## config.mk

```make
export PLATFORM = sky130hd
export DESIGN_NAME = ip_codma_bus_arbiter
export DESIGN_NICKNAME = d
export VERILOG_FILES = /design/src/rtl/ip_codma_bus_arbiter.sv
export SDC_FILE = /design/constraint.sdc
export NUM_CORES = 1
export LEC_CHECK = 0
export ABC_AREA = 1
export CAP_MARGIN = 10
export CELL_PAD_IN_SITES_DETAIL_PLACEMENT = 1
export CELL_PAD_IN_SITES_GLOBAL_PLACEMENT = 1
export CORE_AREA = 8 8 89 71
export CTS_CLUSTER_DIAMETER = 150
export CTS_CLUSTER_SIZE = 20
export DETAILED_ROUTE_END_ITERATION = 16
export DIE_AREA = 0 0 97 79
export GPL_TIMING_DRIVEN = 0
export PLACE_DENSITY_LB_ADDON = 0.1
export SKIP_LAST_GASP = 1
export SLEW_MARGIN = 20
export SYNTH_ARGS = -nofsm -noshare
export SYNTH_HDL_FRONTEND = slang
export SYNTH_SLANG_ARGS = --single-unit
```

## constraint.sdc

```tcl
create_clock -name clk_i -period 3.1 [get_ports clk_i]
set_clock_uncertainty 0.05 [all_clocks]
set_input_delay 0.465 -clock clk_i [delete_from_list [all_inputs] [get_ports clk_i]]
set_output_delay 0.465 -clock clk_i [all_outputs]
set_load 0.1 [all_outputs]
```

## src/rtl/ip_codma_bus_arbiter.sv

```systemverilog
// Round-robin owner of the codma system-bus master port. Picks one requester,
// requests the fabric, counts data beats against the owner's size code, guards
// the burst with a watchdog and reports done/err back to the owner.
//
// Handshake: req_i[r] is a level request. It is held until the arbiter answers
// with a one-cycle done_o[r] or err_o[r] pulse, and is dropped in that pulse
// cycle. bus_req_o stays high until the fabric answers with bus_grant_i. After
// the grant, bus_beat_i marks one accepted or returned 64-bit beat per cycle.
// bus_beat_i is ignored outside the data phase. abort_i overrides everything
// and returns the arbiter to idle without a done or err pulse.
module ip_codma_bus_arbiter #(
  parameter int NUM_REQ = 3,
  parameter int TIMEOUT = 256
) (
  input  logic                 clk_i,
  input  logic                 reset_n_i,
  input  logic                 abort_i,
  input  logic [NUM_REQ-1:0]   req_i,
  input  logic [NUM_REQ*4-1:0] size_i,
  input  logic [NUM_REQ-1:0]   write_i,
  output logic [NUM_REQ-1:0]   grant_o,
  output logic [NUM_REQ-1:0]   done_o,
  output logic [NUM_REQ-1:0]   err_o,
  output logic                 timeout_o,
  output logic                 busy_o,
  output logic                 bus_req_o,
  output logic [3:0]           bus_size_o,
  output logic                 bus_write_o,
  input  logic                 bus_grant_i,
  input  logic                 bus_beat_i,
  input  logic                 bus_error_i,
  output logic [2:0]           dbg_state_o
);

  localparam int IDX_W = (NUM_REQ > 1) ? $clog2(NUM_REQ) : 1;
  localparam int WD_W  = $clog2(TIMEOUT);

  typedef enum logic [2:0] {
    ARB_IDLE = 3'd0,
    ARB_REQ  = 3'd1,
    ARB_XFER = 3'd2,
    ARB_DONE = 3'd3,
    ARB_ERR  = 3'd4
  } arb_state_t;

  arb_state_t         state_q, state_d;
  logic [IDX_W-1:0]   ptr_q, owner_q, owner_next;
  logic [IDX_W-1:0]   pick_idx, cand;
  logic               pick_vld;
  logic [3:0]         pick_size;
  logic [3:0]         size_q;
  logic               write_q;
  logic [2:0]         beat_q, beats_need;
  logic [WD_W-1:0]    wd_q;
  logic               timeout_q;
  logic               wd_hit, wd_expire, final_beat;
  logic [NUM_REQ-1:0] owner_oh;

  // Only three burst lengths exist on this port: 1, 3 or 4 beats.
  function automatic logic legal_size(input logic [3:0] s);
    return (s == 4'd3) || (s == 4'd8) || (s == 4'd9);
  endfunction

  // Round-robin search: first set request at or above ptr, wrapping around.
  always_comb begin
    pick_vld = 1'b0;
    pick_idx = '0;
    cand     = '0;
    for (int i = 0; i < NUM_REQ; i++) begin
      cand = IDX_W'((int'(ptr_q) + i) % NUM_REQ);
      if (!pick_vld && req_i[cand]) begin
        pick_vld = 1'b1;
        pick_idx = cand;
      end
    end
  end

  assign pick_size  = size_i[{pick_idx, 2'b00} +: 4];
  assign owner_next = (owner_q == IDX_W'(NUM_REQ - 1)) ? '0 : owner_q + 1'b1;
  assign owner_oh   = NUM_REQ'(1) << owner_q;

  // Beats required by the latched size code.
  always_comb begin
    case (size_q)
      4'd3:    beats_need = 3'd1;
      4'd8:    beats_need = 3'd3;
      4'd9:    beats_need = 3'd4;
      default: beats_need = 3'd0;
    endcase
  end

  // Watchdog expiry only when no progress (grant or beat) arrives in the final cycle.
  always_comb begin
    wd_hit     = (wd_q == WD_W'(TIMEOUT - 1));
    final_beat = bus_beat_i && ((beat_q + 3'd1) == beats_need);
    wd_expire  = 1'b0;
    if (!abort_i && !bus_error_i && wd_hit) begin
      if (state_q == ARB_REQ)  wd_expire = !bus_grant_i;
      if (state_q == ARB_XFER) wd_expire = !bus_beat_i;
    end
  end

  // Next-state logic; precedence abort > bus error > watchdog > final beat > grant.
  always_comb begin
    state_d = state_q;
    case (state_q)
      ARB_IDLE: if (pick_vld) state_d = legal_size(pick_size) ? ARB_REQ : ARB_ERR;
      ARB_REQ: begin
        if (bus_error_i)      state_d = ARB_ERR;
        else if (wd_expire)   state_d = ARB_ERR;
        else if (bus_grant_i) state_d = ARB_XFER;
      end
      ARB_XFER: begin
        if (bus_error_i)     state_d = ARB_ERR;
        else if (wd_expire)  state_d = ARB_ERR;
        else if (final_beat) state_d = ARB_DONE;
      end
      ARB_DONE: state_d = ARB_IDLE;
      ARB_ERR:  state_d = ARB_IDLE;
      default:  state_d = ARB_IDLE;
    endcase
    if (abort_i) state_d = ARB_IDLE;
  end

  // State, owner latch, round-robin pointer, beat counter, watchdog, sticky timeout.
  always_ff @(posedge clk_i or negedge reset_n_i) begin
    if (!reset_n_i) begin
      state_q   <= ARB_IDLE;
      ptr_q     <= '0;
      owner_q   <= '0;
      size_q    <= '0;
      write_q   <= 1'b0;
      beat_q    <= '0;
      wd_q      <= '0;
      timeout_q <= 1'b0;
    end else begin
      state_q <= state_d;
      if (state_q == ARB_IDLE && pick_vld && !abort_i) begin
        owner_q <= pick_idx;
        size_q  <= pick_size;
        write_q <= write_i[pick_idx];
      end
      if ((state_q == ARB_DONE || state_q == ARB_ERR) && !abort_i) ptr_q <= owner_next;
      if (abort_i || state_q == ARB_REQ)         beat_q <= '0;
      else if (state_q == ARB_XFER && bus_beat_i) beat_q <= beat_q + 3'd1;
      if (abort_i || !(state_q == ARB_REQ || state_q == ARB_XFER)) wd_q <= '0;
      else if (state_q == ARB_REQ && bus_grant_i)                 wd_q <= '0;
      else if (state_q == ARB_XFER && bus_beat_i)                 wd_q <= '0;
      else                                                        wd_q <= wd_q + 1'b1;
      if (wd_expire) timeout_q <= 1'b1;
    end
  end

  // Outputs decoded purely from registered state.
  always_comb begin
    grant_o     = (state_q == ARB_XFER) ? owner_oh : '0;
    done_o      = (state_q == ARB_DONE) ? owner_oh : '0;
    err_o       = (state_q == ARB_ERR)  ? owner_oh : '0;
    bus_req_o   = (state_q == ARB_REQ) || (state_q == ARB_XFER);
    busy_o      = (state_q != ARB_IDLE);
    timeout_o   = timeout_q;
    bus_size_o  = size_q;
    bus_write_o = write_q;
    dbg_state_o = state_q;
  end

endmodule

```

Placed standard cells:
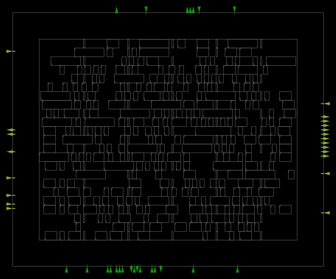
row count: 23
count of sequential standard cells: 24

Logic cells by family:
Scale bar: 20 um.
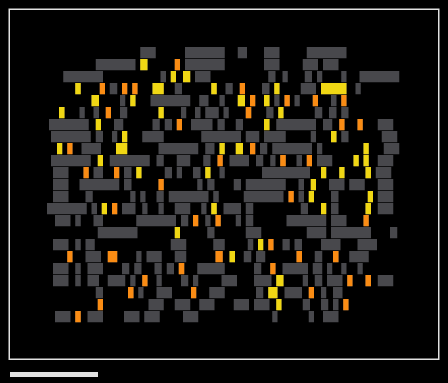
| family | color | cells |
|---|---|---|
| inverters | orange | 44 |
| NOR gates | yellow | 45 |
dominant logic cell type in the layout: sky130_fd_sc_hd__nand2_1
Comb area share: 42.3%
non-filler cells in the finished layout: 361

Sequential cells grouped by signal name:
Scale bar: 20 um.
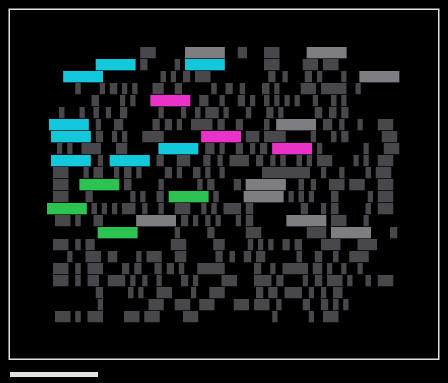
| signal | color | sequential cells |
|---|---|---|
| beat_q | magenta | 3 |
| bus_size_o | green | 4 |
| wd_q | cyan | 8 |

==> Table 3: Implementation characteristics <==
Characteristics after synthesis and place and route

Parameter                              Value

Status
  Result of the run .................. finished clean

STA
  Final Max Slew Viols .................. 0
  Final clock period utilization by the worst path .................. 93.7%
  Count of final setup violators .................. 0
  Setup repair after global routing missed its margin .................. false

Cells and area
  Multi-input gate area in the final layout .................. 986 um^2
  Share of post-route cells with drive strength above 1 .................. 11.0%
  Sequential portion of the cell area .................. 25.7%
  Post-synthesis to final-layout area growth .................. 32.6%
  Post-route cell area .................. 2330 um^2

GRT
  Most Used Layer, Global Route .................. met2
  Total overflow reported by the global router .................. 0
  Initial antenna violation count .................. 0

Drt
  Met1 Routed Length .................. approximately 2.7 mm
  Count of TritonRoute iterations in the first routing pass .................. 4
  Residual DRC .................. 0
  Uppermost metal layer occupied by signal nets .................. met4

Worst setup path
  Length in cells of the worst reg-to-reg path .................. 19
  Largest fanout of any net on the critical path .................. 6
  Arr. time, crit path .................. about 2.4 ns

Yosys
  Yosys top cell by area .................. sky130_fd_sc_hd__dfrtp_1
  Largest family of logic cells by area .................. simple AND/OR/NAND/NOR gates
  Syn. warnings .................. 0
  Post-synth ARST share .................. 100%
  Number of synthesized register bits .................. 24
  Number of nets at floorplan .................. approximately 280

Floorplanning
  Effective utilization at floorplan .................. 34.9%
  Horiz. Die Dim .................. 97 um

Clock network
  Clock Root Buffer .................. sky130_fd_sc_hd__clkbuf_8
  Cts repair resizes .................. 0
  Number of clock buffers inserted by TritonCTS .................. 3
  CTS tree .................. yes
  CTS clk-pin slew, worst paths .................. 0.09 ns

Pwr
  Leak .................. 0.00110 uW
==> flip-flops by register name, summed over array words and instances (netlist names) <==
signal	flops
owner_q	2
beat_q	3
timeout_o	1
ptr_q	2
dbg_state_o	3
bus_size_o	4
bus_write_o	1
wd_q	8
==> worst max-delay path: stages (launching register included) <==
cell,delay [ns]
sky130_fd_sc_hd__dfrtp_1,0.43
sky130_fd_sc_hd__inv_1,0.16
sky130_fd_sc_hd__nand3_1,0.22
sky130_fd_sc_hd__nand2_1,0.16
sky130_fd_sc_hd__clkdlybuf4s50_1,1.15
==> power by group <==
group,leakage (uW),internal (uW),switching (uW)
clock,0.0000357,173,110
combinational,0.000751,501,1280
sequential,0.000316,380,58.6
Power is estimated from default activity; no workload was simulated.
